[config.mk]
export PLATFORM = sky130hd
export DESIGN_NAME = imm_encoder
export DESIGN_NICKNAME = d
export VERILOG_FILES = /design/src/rtl/imm_encoder.sv
export SDC_FILE = /design/constraint.sdc
export NUM_CORES = 1
export LEC_CHECK = 0
export CAP_MARGIN = 15
export CORE_UTILIZATION = 44
export DETAILED_ROUTE_END_ITERATION = 12
export PLACE_DENSITY = 0.69
export SLEW_MARGIN = 40
export SYNTH_ARGS = -nofsm -noshare
export SYNTH_HDL_FRONTEND = slang
export SYNTH_SLANG_ARGS = --single-unit
[constraint.sdc]
create_clock -name clk -period 4.6 [get_ports clk]
set_input_delay 0.92 -clock clk [delete_from_list [all_inputs] [get_ports clk]]
set_output_delay 0.92 -clock clk [all_outputs]
set_load 0.005 [all_outputs]
[src/rtl/imm_encoder.sv]
// imm_encoder: inverse of the immediate generator. Packs an encoding type,
// register/function fields and a 32-bit signed immediate into an RV32I
// instruction word through a two-stage valid/ready pipeline. Stage 1 holds
// the operands and flags immediates the chosen format cannot represent;
// stage 2 holds the packed word presented to the consumer.

package imm_encoder_pkg;
   typedef enum logic [2:0] {
      ENC_R = 3'd0,
      ENC_I = 3'd1,
      ENC_S = 3'd2,
      ENC_B = 3'd3,
      ENC_U = 3'd4,
      ENC_J = 3'd5
   } encoding_type;

   typedef logic [31:0] instruction_type;
endpackage

module imm_encoder
   import imm_encoder_pkg::*;
#(
   parameter int ERR_CNT_WIDTH = 16,
   parameter bit STRICT        = 1'b1
) (
   input  logic                     clk,
   input  logic                     reset_n,
   input  logic                     in_valid,
   output logic                     in_ready,
   input  encoding_type             in_encoding,
   input  logic [6:0]               in_opcode,
   input  logic [4:0]               in_rd,
   input  logic [2:0]               in_funct3,
   input  logic [4:0]               in_rs1,
   input  logic [4:0]               in_rs2,
   input  logic [6:0]               in_funct7,
   input  logic [31:0]              in_imm,
   output logic                     out_valid,
   input  logic                     out_ready,
   output instruction_type          out_instruction,
   output logic                     out_range_err,
   input  logic                     clear_err,
   output logic [ERR_CNT_WIDTH-1:0] err_count
);

   localparam logic STRICT_MODE = STRICT;

   // True when the immediate cannot be represented by the given format.
   // Signed ranges are checked as "all bits above the field are copies of
   // the sign bit"; B and J additionally need an even offset.
   function automatic logic imm_out_of_range(input encoding_type enc,
                                             input logic [31:0]  imm);
      logic err;
      case (enc)
         ENC_I, ENC_S: err = (imm[31:11] != 21'h000000) && (imm[31:11] != 21'h1FFFFF);
         ENC_B:        err = ((imm[31:12] != 20'h00000) && (imm[31:12] != 20'hFFFFF)) || imm[0];
         ENC_J:        err = ((imm[31:20] != 12'h000) && (imm[31:20] != 12'hFFF)) || imm[0];
         ENC_U:        err = (imm[11:0] != 12'h000);
         default:      err = 1'b0;
      endcase
      return err;
   endfunction

   // Scatter the fields into the RV32I layout of the given format. Bits of
   // an out-of-range immediate above the field are simply dropped.
   function automatic instruction_type pack_word(input encoding_type enc,
                                                 input logic [6:0]   opcode,
                                                 input logic [4:0]   rd,
                                                 input logic [2:0]   funct3,
                                                 input logic [4:0]   rs1,
                                                 input logic [4:0]   rs2,
                                                 input logic [6:0]   funct7,
                                                 input logic [31:0]  imm);
      instruction_type word;
      case (enc)
         ENC_I:   word = {imm[11:0], rs1, funct3, rd, opcode};
         ENC_S:   word = {imm[11:5], rs2, rs1, funct3, imm[4:0], opcode};
         ENC_B:   word = {imm[12], imm[10:5], rs2, rs1, funct3, imm[4:1], imm[11], opcode};
         ENC_U:   word = {imm[31:12], rd, opcode};
         ENC_J:   word = {imm[20], imm[10:1], imm[11], imm[19:12], rd, opcode};
         default: word = {funct7, rs2, rs1, funct3, rd, opcode};
      endcase
      return word;
   endfunction

   // Stage 1 state
   logic                     s1_valid_r;
   encoding_type             s1_enc_r;
   logic [6:0]               s1_opcode_r;
   logic [4:0]               s1_rd_r;
   logic [2:0]               s1_funct3_r;
   logic [4:0]               s1_rs1_r;
   logic [4:0]               s1_rs2_r;
   logic [6:0]               s1_funct7_r;
   logic [31:0]              s1_imm_r;

   // Stage 2 state (drives the outputs directly)
   logic                     out_valid_r;
   instruction_type          out_instruction_r;
   logic                     out_range_err_r;
   logic [ERR_CNT_WIDTH-1:0] err_cnt_r;

   // Handshake and control
   logic                     s1_err_s;
   logic                     s1_discard_s;
   logic                     s1_advance_s;
   logic                     s1_leave_s;
   logic                     s2_load_s;
   logic                     in_ready_s;
   logic                     accept_s;

   // Range check on the held operands and the pipeline advance conditions.
   always_comb begin
      s1_err_s = 1'b0;
      if (s1_valid_r) begin
         s1_err_s = imm_out_of_range(s1_enc_r, s1_imm_r);
      end else begin
         s1_err_s = 1'b0;
      end
      // A strict-mode error is dropped in place, so it never waits on stage 2.
      s1_discard_s = s1_valid_r & s1_err_s & STRICT_MODE;
      s1_advance_s = ~out_valid_r | out_ready | s1_discard_s;
      s1_leave_s   = s1_valid_r & s1_advance_s;
      s2_load_s    = s1_leave_s & ~s1_discard_s;
      in_ready_s   = ~s1_valid_r | s1_advance_s;
      accept_s     = in_valid & in_ready_s;
   end

   // Stage 1 register: capture a request on accept, empty when it leaves.
   always_ff @(posedge clk or negedge reset_n) begin
      if (!reset_n) begin
         s1_valid_r  <= 1'b0;
         s1_enc_r    <= ENC_R;
         s1_opcode_r <= 7'd0;
         s1_rd_r     <= 5'd0;
         s1_funct3_r <= 3'd0;
         s1_rs1_r    <= 5'd0;
         s1_rs2_r    <= 5'd0;
         s1_funct7_r <= 7'd0;
         s1_imm_r    <= 32'd0;
      end else if (accept_s) begin
         s1_valid_r  <= 1'b1;
         s1_enc_r    <= in_encoding;
         s1_opcode_r <= in_opcode;
         s1_rd_r     <= in_rd;
         s1_funct3_r <= in_funct3;
         s1_rs1_r    <= in_rs1;
         s1_rs2_r    <= in_rs2;
         s1_funct7_r <= in_funct7;
         s1_imm_r    <= in_imm;
      end else if (s1_leave_s) begin
         s1_valid_r  <= 1'b0;
      end
   end

   // Stage 2 register: load the packed word, hold it until the consumer takes it.
   always_ff @(posedge clk or negedge reset_n) begin
      if (!reset_n) begin
         out_valid_r       <= 1'b0;
         out_instruction_r <= 32'd0;
         out_range_err_r   <= 1'b0;
      end else if (s2_load_s) begin
         out_valid_r       <= 1'b1;
         out_instruction_r <= pack_word(s1_enc_r, s1_opcode_r, s1_rd_r, s1_funct3_r,
                                        s1_rs1_r, s1_rs2_r, s1_funct7_r, s1_imm_r);
         out_range_err_r   <= s1_err_s;
      end else if (out_ready) begin
         out_valid_r       <= 1'b0;
      end
   end

   // Saturating error counter: one count per erroneous request as it leaves
   // stage 1; a clear wins over a same-cycle increment.
   always_ff @(posedge clk or negedge reset_n) begin
      if (!reset_n) begin
         err_cnt_r <= '0;
      end else if (clear_err) begin
         err_cnt_r <= '0;
      end else if (s1_leave_s && s1_err_s && (err_cnt_r != {ERR_CNT_WIDTH{1'b1}})) begin
         err_cnt_r <= err_cnt_r + ERR_CNT_WIDTH'(1);
      end
   end

   assign in_ready        = in_ready_s;
   assign out_valid       = out_valid_r;
   assign out_instruction = out_instruction_r;
   assign out_range_err   = out_range_err_r;
   assign err_count       = err_cnt_r;

endmodule

Figure 1. The metal 2 layer.
(3 px per um)
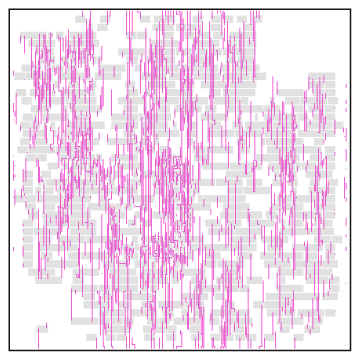
- share of all routed wire: 46%
- main direction: vertical
Vias: 4137
met2 usage: 33.7%
final WL: 13.1 mm

Figure 2. Layout detail.
Window x 75 to 95, y 75 to 95 um. Cells in grey, sequential cells in the stronger grey; small squares are vias.
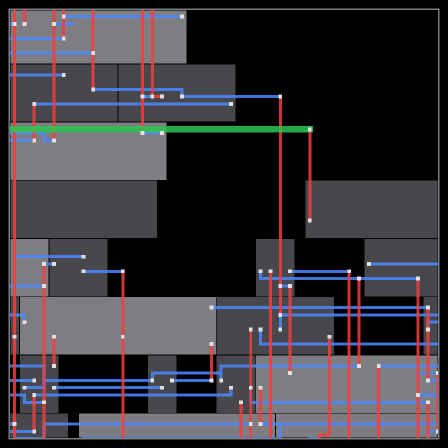
- metal 3: green
- metal 1: blue
- metal 2: red
- most frequent: dfrtp_1 (4), o21ai_0 (3)
- sequential cells in the window: 4
- cells with their middle in the window: 15
- netlist names of flops here include: out_instruction (2), s1_rs1_r (2)

Figure 3. Port wiring.
(3 px per um)
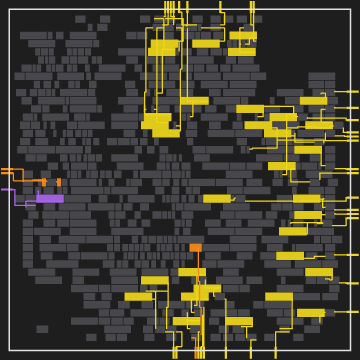
- out_valid: purple (direction output; edge left; end cells 1; wire 31.3 um)
- in_encoding: orange (direction input; edge 2 left, 1 bottom; end cells 3; wire 62.4 um)
- out_instruction: yellow (direction output; edge 15 right, 9 top, 8 bottom; end cells 32; wire 793 um)
num ports: 123
Port Buffers: 122

==> cells in the mapped netlist <==
cell	n
nand4_1	10
a211oi_1	7
a21o_1	7
and3_1	1
mux2_1	37
o31ai_1	7
a21oi_1	13
o21a_1	1
mux2_4	27
inv_2	1
buf_1	2
or3_1	14
and2_1	2
nand2b_1	3
nand2_1	41
or2_2	1
mux2_2	8
xor2_1	1
buf_2	5
o21ai_0	40
nor2_1	13
buf_6	4
a22o_1	4
a21oi_2	1
clkbuf_1	16
mux2i_1	14
nor4_2	2
o221ai_1	2
a2bb2oi_1	1
dfrtp_1	118
xnor2_1	2
nor2b_1	3
a2111oi_0	1
inv_1	6
a311oi_1	3
o22ai_1	10
o22a_1	1
nor3_1	3
or4_1	6
nor4_1	6
a22oi_1	5
nand3_1	9
ha_1	1
o211ai_1	1
==> job_summary.md <==
## Implementation flow summary

| Metric | Value |
|---|---|
| Outcome | `finished clean` |
| And+or+nand+nor area frac | `around 11%` |
| Startpoint types | `register` |
| Most frequent CP cell | `inv_1` |
| Net Sw Frac | `25.8%` |
| Slew Limit Fails | `0` |
| CTS root buf | `clkbuf_16` |
| Synthesized area per cell | `11.8 um2` |
| HPWL after DPL | `about 8.9 mm` |
| Area of the core | `roughly 12000 um2` |
| Clk power | `1420 uW` |
| RD Place Congestion | `0.794` |
| CTS H-tree depth | `4` |
| Via density | `5.58` |
| Xor/xnor share | `less than 1%` |
| Hold_sp | `out_instruction[17]$_DFFE_PN0P_` |
| Post-synthesis sequential area ratio | `54.3%` |
| Worst Path Required | `3.68 ns` |
| FP Core Util | `a little under half` |
| Buffering overhead | `about 17%` |
| Met1 Use GR | `between 20% and 30%` |
| Final Hold Vio Count | `0` |
| P_int | `2780 uW` |
| Area-dominant class | `registers` |
| Yosys chip area | `5440 um2` |
| Clock power frac | `around 38%` |
| Critical Path Start | `s1_enc_r[0]$_DFFE_PN0P_` |
| Share of cells above drive strength 1 | `a little over an eighth` |
| Comb area leader | `multiplexers` |
| Tool Warnings | `26` |
| Final min period | `4.24 ns` |
| Metal2 WL | `slightly above 6 mm` |
| Comb area | `around 2300 um2` |
| CP delay by family, top | `flip-flops` |
| DIE WIDTH | `113 um` |
| # diodes | `0` |
| MaxCap Viol Count | `0` |
| Worst hold path class | `register to register` |
| Crit path kind | `register to output port` |
| Nets at Floorplan | `around 530` |
| Clock transition at the registers of the reported paths | `0.05 ns` |
| Worst-Skew Late Latency | `0.41 ns` |
| Post-Synth AOI/OAI Area | `a little under an eighth` |
| Fin util | `between 60% and 70%` |
| WL met3 | `817 um` |
| Final setup fails | `0` |
| Flops | `approximately 120` |
| Hold Path Sink | `out_instruction[17]$_DFFE_PN0P_` |
Power figures rest on the tool's default switching activity, not on a simulated workload.
